==> config.mk <==
export PLATFORM = sky130hd
export DESIGN_NAME = cic_int_decim_flat
export DESIGN_NICKNAME = d
export VERILOG_FILES = /design/src/rtl/cic_pkg.sv /design/src/rtl/cic_int_decim_if.sv /design/src/rtl/cic_int_stage.sv /design/src/rtl/cic_int_decim.sv /design/src/flat_wrapper.sv
export SDC_FILE = /design/constraint.sdc
export NUM_CORES = 1
export LEC_CHECK = 0
export ABC_AREA = 1
export CORE_ASPECT_RATIO = 1.4
export CORE_MARGIN = 5
export CORE_UTILIZATION = 60
export CTS_BUF_LIST = sky130_fd_sc_hd__clkbuf_16
export DETAILED_ROUTE_END_ITERATION = 6
export GPL_TIMING_DRIVEN = 0
export PLACE_DENSITY = 0.8
export SYNTH_ARGS = -nofsm -noshare
export SYNTH_HDL_FRONTEND = slang
export SYNTH_SLANG_ARGS = --single-unit
==> constraint.sdc <==
create_clock -name clk -period 4.1 [get_ports clk]
set_input_delay 0.615 -clock clk [delete_from_list [all_inputs] [get_ports clk]]
set_output_delay 0.615 -clock clk [all_outputs]
set_load 0.01 [all_outputs]
==> run_1/layer_met1.png <==
(2 px per um) Supply wires on this layer in grey. Cells faint in the background.
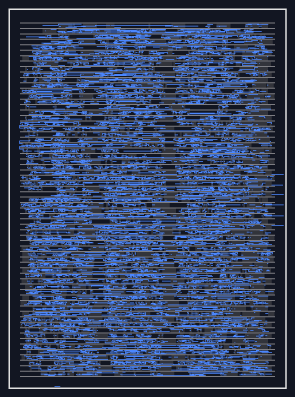
share of all routed wire = 39%
main direction = horizontal
nets with wire on the layer = 2,441
wire length on this layer = 15,700 um
global routing usage on met1: 0.329
Final Routed Wirelength: 39.9 mm
DR vias: 14,400

==> run_1/layer_met2.png <==
(2 px per um)
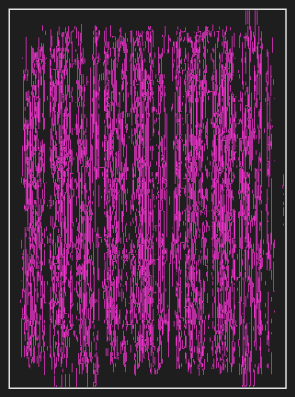
share of all routed wire = 50%
longest straight run = 90.8 um
M2 GR Usage: 0.563

==> run_1/congestion.png <==
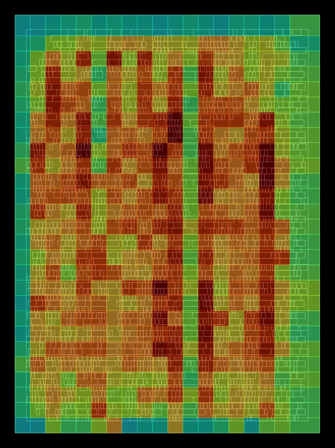
routed length per placed instance: 14.7 um
GRT Max-Usage Layer: met2
fraction of the core area covered by cells at the end of the flow: 0.674
Overall Global Routing Usage: 0.309
met3 track utilization from global routing: 0.0267

==> run summary, run 1 <==
Implementation results. The fraction of final cell area spent on non-clock buffers in this run is 0.0499. The clock network consumes a total of 1.47 mW. Setup violation total in the final timing report landed at 0. In this run the remaining antenna-violating nets after routing total 0. After synthesis, the cell types taking the most area are sky130_fd_sc_hd__dfxtp_1, sky130_fd_sc_hd__nand2_1, sky130_fd_sc_hd__inv_1. Deepest level of the CTS H-tree landed at 4. Yosys shows that the main logic family after synthesis is simple AND/OR/NAND/NOR gates. Detailed-placement wirelength estimate landed at ~33 mm. In the Yosys stats the netlist draws on 35 distinct library cells. In this run the cell area measured after placement is ~15,000 um2. Number of filler cells placed in the layout landed at between 2,000 and 2,500. Power in sequential cells landed at approximately 1.6 mW. Antenna diode count landed at 0. Measured against the total synthesized area, the mux share comes to 0. Met2 wirelength from detailed routing landed at 19.9 mm. Routability congestion estimate landed at between 0.9 and 1.

The run finished with clean final reports. The first global-routing pass estimated 63.7 mm of wire. The kind of cell with the highest combined delay along the critical path is simple AND/OR/NAND/NOR gates. Per the run summary, max-cap violations total 0.

Looking at the group totals, the largest power group turns out to be sequential cells.
==> run_1/layer_met3.png <==
(3 px per um) Cells faint in the background.
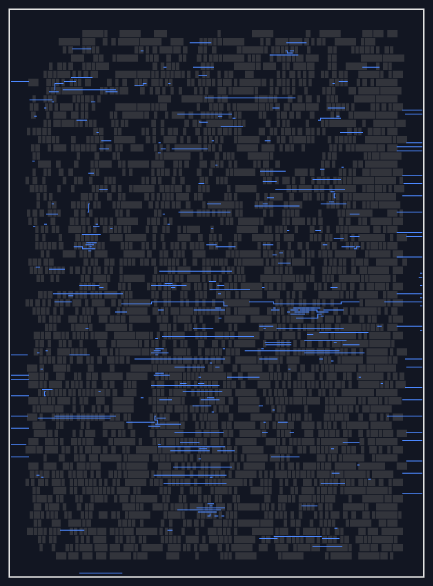

==> run 1 -> run 2 <==
Clock period 4.1 ns to 3 ns, I/O delays scaled along.
==> run_2/layer_met3.png <==
(3 px per um) Cells faint in the background.
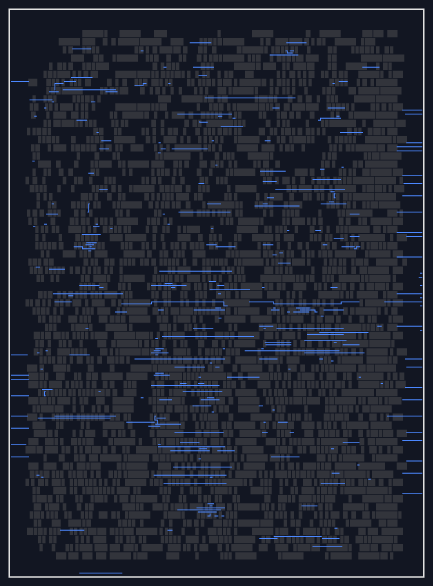
wire length on this layer = 1,500 um
longest straight run = 31.3 um
nets with wire on the layer = 180
Final Routed Wirelength: 39.9 mm
DR vias: 14,400

==> run_2/layer_met4.png <==
(2 px per um) Supply wires on this layer in grey. Cells faint in the background.
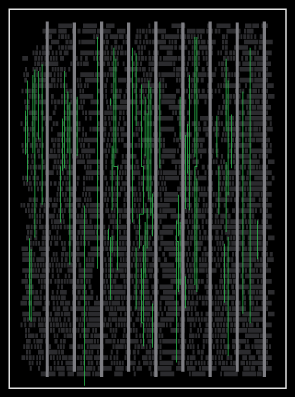
longest straight run = 137 um
main direction = vertical
nets with wire on the layer = 55
share of all routed wire = 7.0%

==> run 2 against run 1 <==
  * First-iteration DRC count unchanged
  * Cell area barely moved
  * Final cell count did not move
  * Power rose by 37%
  * Synthesized cell count unchanged
  * Critical path type unchanged
==> run summary, run 2 <==
Implementation results. The cell type that accounts for the most area after synthesis is sky130_fd_sc_hd__dfxtp_1. Detailed-placement wirelength estimate landed at ~33 mm. Grouping stages by cell kind, the critical path spends the most delay in buffers and inverters.

Number of distinct standard cells referenced by the synthesized netlist landed at 35. Clock latency on the worst-skew pair landed at around 0.43 ns. The clock tree synthesis step divided the H-tree into 4 levels. Yosys cell count landed at approximately 2,300. Per the STA report, the cell with the highest stage delay on the worst path is sky130_fd_sc_hd__dlygate4sd2_1. Number of flip-flops in the largest register landed at around 110. In this run the vertical extent of the chip is about 190 um. Leaving out the clock tree, the finished layout contains an inverter count of a little under 400. Per report_power, the top consumer among the power groups is sequential cells.

Routability congestion estimate landed at roughly 0.93. From synthesis to final layout, the design area changed by 10.9%. In the synthesized netlist, the dominant kind of combinational cell is simple AND/OR/NAND/NOR gates. Overall power consumption landed at around 5 mW. Number of filler cells placed in the layout landed at ~2,200. Global-route wire length before repair landed at between 60 and 70 mm.

Gates resized during post-CTS repair numbered 1. The post-route report lists met1 wire length as about 16 mm. The final report gives the core utilization as 0.674. Sorting the synthesis cell report by count puts at the top sky130_fd_sc_hd__nand2_1. The power report lists the sequential group at roughly 2.2 mW.

Proportion of cell area spent on the clock network landed at 0.0351. The end-of-flow timing check tallies setup violations at 0. Leaving out filler cells and counting taps, the final layout contains between 2,000 and 3,000.

The script logs the mean routed wire length per placed instance as 14.7 um. Residual antenna-violating net count after detailed routing landed at 0. Met2 wirelength from detailed routing landed at 19.9 mm. The run reported a max-capacitance violation count of 0. met3 track demand over resource after global routing is 0.0267. The synthesis report lists the most area-consuming cells as sky130_fd_sc_hd__dfxtp_1, sky130_fd_sc_hd__nand2_1, sky130_fd_sc_hd__inv_1.

Multi-input combinational cell count landed at 1,736. Register-to-register setup slack landed at around 0.46 ns. Die area landed at around 26,000 um2. The flow ran to the end, and the final reports show no timing, DRC or antenna violations. In this run the most used layer during global routing was met2. Met2 track demand over resource in global routing landed at 0.563. The final antenna diode tally reported by the flow is 0. Clock-net power landed at roughly 2.0 mW. Placement-stage cell area landed at roughly 15,000 um2.

Number of cells on the critical path landed at 11. Proportion of power drawn by combinational gates landed at 0.153. Met1 track demand over resource in global routing landed at 0.329.

In the final report, the number of pins over their slew limit comes to 0. Overall global routing resource usage landed at 0.309. The cell that appears most often on the critical path is sky130_fd_sc_hd__nand2_1. Of the post-synthesis cell area, the part taken by muxes is 0. Fraction of area in non-clock buffers landed at 0.0499. Number of antenna violations at the first check in global routing landed at 0.
Power and IR drop assume default switching activity.
